--- config.mk ---
export PLATFORM = sky130hd
export DESIGN_NAME = alu_exec_stage_flat
export DESIGN_NICKNAME = d
export VERILOG_FILES = /design/src/rtl/alu_exec_stage_if.sv /design/src/rtl/alu_exec_stage.sv /design/src/flat_wrapper.sv
export SDC_FILE = /design/constraint.sdc
export NUM_CORES = 1
export LEC_CHECK = 0
export ABC_AREA = 1
export CORE_MARGIN = 3
export CORE_UTILIZATION = 35
export CTS_BUF_LIST = sky130_fd_sc_hd__clkbuf_4 sky130_fd_sc_hd__clkbuf_8
export CTS_CLUSTER_DIAMETER = 100
export DETAILED_ROUTE_END_ITERATION = 7
export HOLD_SLACK_MARGIN = 0.1
export RECOVER_POWER = 25
export SETUP_SLACK_MARGIN = 0.05
export SLEW_MARGIN = 20
export SYNTH_ARGS = -nofsm -noshare
export SYNTH_HDL_FRONTEND = slang
export SYNTH_SLANG_ARGS = --single-unit
--- constraint.sdc ---
create_clock -name clk -period 2.5 [get_ports clk]
set_input_delay 0.5 -clock clk [delete_from_list [all_inputs] [get_ports clk]]
set_output_delay 0.5 -clock clk [all_outputs]
set_load 0.1 [all_outputs]
--- src/rtl/alu_exec_stage_if.sv ---
// Handshake and data bundle between the decoder-driven producer and alu_exec_stage.
// The master modport belongs to the producer/consumer side; the slave modport belongs to the stage.
interface alu_exec_stage_if #(
  parameter int unsigned WIDTH = 8,
  parameter int unsigned CNT_W = 16
);
  logic             in_valid;
  logic             in_ready;
  logic [3:0]       op_onehot;
  logic [WIDTH-1:0] a;
  logic [WIDTH-1:0] b;
  logic             out_valid;
  logic             out_ready;
  logic [WIDTH-1:0] result;
  logic             zero;
  logic             carry;
  logic             ovf;
  logic             illegal;
  logic [CNT_W-1:0] op_count;

  modport master (
    output in_valid, op_onehot, a, b, out_ready,
    input  in_ready, out_valid, result, zero, carry, ovf, illegal, op_count
  );

  modport slave (
    input  in_valid, op_onehot, a, b, out_ready,
    output in_ready, out_valid, result, zero, carry, ovf, illegal, op_count
  );
endinterface

--- src/rtl/alu_exec_stage.sv ---
// One-deep registered ALU execute stage (ADD/SUB/AND/OR) with a valid/ready handshake.
// Define ALU_FLAGS_EN to build the carry/borrow and signed-overflow flags; otherwise they tie to 0.
module alu_exec_stage #(
  parameter int unsigned WIDTH = 8,
  parameter int unsigned CNT_W = 16
) (
  input logic             clk,
  input logic             rst,
  alu_exec_stage_if.slave bus
);

`ifdef ALU_FLAGS_EN
  localparam int unsigned AW = WIDTH + 1;
`else
  localparam int unsigned AW = WIDTH;
`endif

  logic [AW-1:0]    sum;
  logic [AW-1:0]    diff;
  logic [WIDTH-1:0] result_d, result_q;
  logic             zero_d, zero_q;
  logic             illegal_d, illegal_q;
  logic             out_valid_q;
  logic [CNT_W-1:0] op_count_q;
  logic             in_ready;
  logic             accept;

  // Combinational ready lets a held result drain and a new one load in the same cycle.
  assign in_ready = !out_valid_q || bus.out_ready;
  assign accept   = bus.in_valid && in_ready;

  assign sum  = AW'(bus.a) + AW'(bus.b);
  assign diff = AW'(bus.a) - AW'(bus.b);

  always_comb begin
    result_d  = '0;
    illegal_d = 1'b0;
    unique case (bus.op_onehot)
      4'b1000: result_d = sum[WIDTH-1:0];
      4'b0100: result_d = diff[WIDTH-1:0];
      4'b0010: result_d = bus.a & bus.b;
      4'b0001: result_d = bus.a | bus.b;
      default: illegal_d = 1'b1;
    endcase
    zero_d = (result_d == '0);
  end

`ifdef ALU_FLAGS_EN
  logic carry_d, carry_q;
  logic ovf_d, ovf_q;

  always_comb begin
    carry_d = 1'b0;
    ovf_d   = 1'b0;
    unique case (bus.op_onehot)
      4'b1000: begin
        carry_d = sum[WIDTH];
        ovf_d   = (bus.a[WIDTH-1] == bus.b[WIDTH-1]) && (sum[WIDTH-1] != bus.a[WIDTH-1]);
      end
      4'b0100: begin
        // diff[WIDTH] is the borrow out, set exactly when a < b unsigned.
        carry_d = diff[WIDTH];
        ovf_d   = (bus.a[WIDTH-1] != bus.b[WIDTH-1]) && (diff[WIDTH-1] != bus.a[WIDTH-1]);
      end
      default: ;
    endcase
  end

  always_ff @(posedge clk) begin
    if (rst) begin
      carry_q <= 1'b0;
      ovf_q   <= 1'b0;
    end else if (accept) begin
      carry_q <= carry_d;
      ovf_q   <= ovf_d;
    end
  end

  assign bus.carry = carry_q;
  assign bus.ovf   = ovf_q;
`else
  assign bus.carry = 1'b0;
  assign bus.ovf   = 1'b0;
`endif

  always_ff @(posedge clk) begin
    if (rst) begin
      out_valid_q <= 1'b0;
      result_q    <= '0;
      zero_q      <= 1'b0;
      illegal_q   <= 1'b0;
      op_count_q  <= '0;
    end else if (accept) begin
      out_valid_q <= 1'b1;
      result_q    <= result_d;
      zero_q      <= zero_d;
      illegal_q   <= illegal_d;
      op_count_q  <= op_count_q + CNT_W'(1);
    end else if (bus.out_ready) begin
      out_valid_q <= 1'b0;
    end
  end

  assign bus.in_ready  = in_ready;
  assign bus.out_valid = out_valid_q;
  assign bus.result    = result_q;
  assign bus.zero      = zero_q;
  assign bus.illegal   = illegal_q;
  assign bus.op_count  = op_count_q;

endmodule

--- src/flat_wrapper.sv ---
// flat-port wrapper written by rule: the top's interface ports become plain ports
module alu_exec_stage_flat 
#(
  parameter int unsigned WIDTH = 8,
  parameter int unsigned CNT_W = 16
)
  (clk, rst, bus_in_valid, bus_op_onehot, bus_a, bus_b, bus_out_ready, bus_in_ready, bus_out_valid, bus_result, bus_zero, bus_carry, bus_ovf, bus_illegal, bus_op_count);
  alu_exec_stage_if #(.WIDTH(WIDTH), .CNT_W(CNT_W)) bus_i ();
  input logic clk;
  input logic rst;
  input wire logic [$bits(bus_i.in_valid)-1:0] bus_in_valid;
  input wire logic [$bits(bus_i.op_onehot)-1:0] bus_op_onehot;
  input wire logic [$bits(bus_i.a)-1:0] bus_a;
  input wire logic [$bits(bus_i.b)-1:0] bus_b;
  input wire logic [$bits(bus_i.out_ready)-1:0] bus_out_ready;
  output wire logic [$bits(bus_i.in_ready)-1:0] bus_in_ready;
  output wire logic [$bits(bus_i.out_valid)-1:0] bus_out_valid;
  output wire logic [$bits(bus_i.result)-1:0] bus_result;
  output wire logic [$bits(bus_i.zero)-1:0] bus_zero;
  output wire logic [$bits(bus_i.carry)-1:0] bus_carry;
  output wire logic [$bits(bus_i.ovf)-1:0] bus_ovf;
  output wire logic [$bits(bus_i.illegal)-1:0] bus_illegal;
  output wire logic [$bits(bus_i.op_count)-1:0] bus_op_count;
  assign bus_i.in_valid = bus_in_valid;
  assign bus_i.op_onehot = bus_op_onehot;
  assign bus_i.a = bus_a;
  assign bus_i.b = bus_b;
  assign bus_i.out_ready = bus_out_ready;
  assign bus_in_ready = bus_i.in_ready;
  assign bus_out_valid = bus_i.out_valid;
  assign bus_result = bus_i.result;
  assign bus_zero = bus_i.zero;
  assign bus_carry = bus_i.carry;
  assign bus_ovf = bus_i.ovf;
  assign bus_illegal = bus_i.illegal;
  assign bus_op_count = bus_i.op_count;
  alu_exec_stage #(.WIDTH(WIDTH), .CNT_W(CNT_W)) u_core (.clk(clk), .rst(rst), .bus(bus_i));
endmodule
==> images/wires.png <==
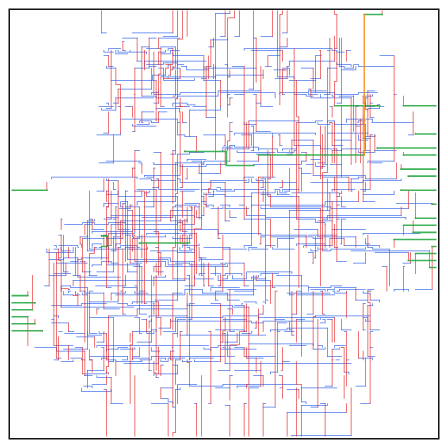
Key: metal 2 = red [wire length 2520 um]; metal 4 = orange [wire length 27.2 um]; metal 3 = green [wire length 174 um]; metal 1 = blue [wire length 2550 um]
wire length per cell: 11.3 um
final wirelength: 5280 um
Total GRT Usage: 15.1%
number of vias in the routed layout: 2161

==> images/detail.png <==
Window x 21 to 61, y 5 to 45 um. Cells in gray, sequential cells in the stronger gray; small squares are vias.
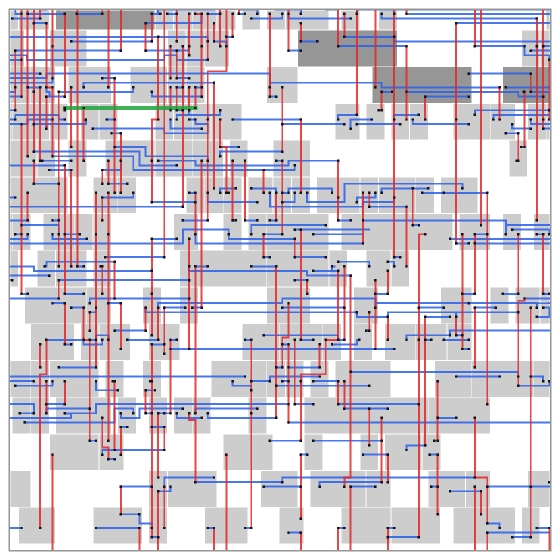
Key: metal 1 = blue; metal 3 = green; metal 2 = red
149 logic cells have their middle in the window. Netlist names of flops here include `u_core.bus.result` (2), `u_core.bus.zero` (1). Sequential cells in the window: 3. Most frequent: nand2_1 (25), nor2_1 (21), inv_1 (19).

==> impl_table.tex <==
% Generated from flow reports
\begin{tabular}{lr}
\hline
Metric & Value \\
\hline
\multicolumn{2}{l}{\textbf{Pwr}} \\
\quad Switching component of the power & approximately 0.49 mW \\
\quad Static leakage & $\sim$1.5 nW \\
\quad Power drawn by the sequential cells & 0.460 mW \\
\quad Clock network power share & a little over a fifth \\
\multicolumn{2}{l}{\textbf{Flow run}} \\
\quad Log Warnings & 28 \\
\quad Max-cap violation count & 0 \\
\multicolumn{2}{l}{\textbf{Final timing}} \\
\quad Minimum hold slack & just over 0.5 ns \\
\quad Slew Limit Headroom & about a fifth \\
\quad Final setup violation count & 0 \\
\quad Final worst-path cycle share & approximately 93\% \\
\multicolumn{2}{l}{\textbf{Placed design}} \\
\quad Cells after DPL & around 460 \\
\quad Number of buffers inserted by port buffering & around 51 \\
\multicolumn{2}{l}{\textbf{Min path}} \\
\quad Hold Crit Class & reg2reg \\
\multicolumn{2}{l}{\textbf{Critical path}} \\
\quad Cell count along the critical path & 14 \\
\quad Endpoint of the most critical register-to-register path & u\_core.bus.op\_count[11] \\
\quad Buffers plus inverters on the worst setup path & 3 \\
\quad Required arrival time at the worst endpoint & 2.71 ns \\
\quad Gate family responsible for the most delay along the worst path & simple AND/OR/NAND/NOR gates \\
\quad Critical path data arrival time & between 2 and 3 ns \\
\quad Worst-case register-to-register setup slack & between 0.6 and 0.7 ns \\
\quad Critical-path top delay cell & sky130\_fd\_sc\_hd\_\_clkdlybuf4s50\_1 \\
\multicolumn{2}{l}{\textbf{Synthesis}} \\
\quad Top cells by count, synth & sky130\_fd\_sc\_hd\_\_inv\_1 (57), sky130\_fd\_sc\_hd\_\_nand2\_1 (56), sky130\_fd\_sc\_hd\_\_nor2\_1 (39), sky130\_fd\_sc\_hd\_\_dfxtp\_1 (27), sky130\_fd\_sc\_hd\_\_nand3\_1 (22) \\
\quad Adder-Cell Fraction of Synth Area & roughly 7.6\% \\
\quad Synth unique cells & 38 \\
\quad Post-synth area from yosys stat & around 2100 um\^{}2 \\
\multicolumn{2}{l}{\textbf{GRT}} \\
\quad Global route total overflow & 0 \\
\quad Grt met2 use & 25.4\% \\
\quad Grt met1 use & 20.1\% \\
\multicolumn{2}{l}{\textbf{Final layout}} \\
\quad Flop share of the area & between 10\% and 20\% \\
\quad Relative area change from synthesis to final layout & 41.5\% \\
\quad Ratio of cells with drive above 1 in the final layout & a little over a quarter \\
\multicolumn{2}{l}{\textbf{Routing}} \\
\quad Number of vias per cell after detailed routing & between 4 and 5 \\
\quad Routed wire length on met2 & between 2000 and 3000 um \\
\quad Remaining routing DRC violations & 0 \\
\multicolumn{2}{l}{\textbf{Run status}} \\
\quad Run status & finished clean \\
\multicolumn{2}{l}{\textbf{Clocking}} \\
\quad Clock tree from TritonCTS & done \\
\quad Clock-pin slew reported for the worst setup and hold paths after clock tree synthesis & 0.09 ns \\
\multicolumn{2}{l}{\textbf{Floorplan}} \\
\quad Initial Util & between 30\% and 40\% \\
\hline
\end{tabular}
Power figures rest on the tool's default switching activity, not on a simulated workload.
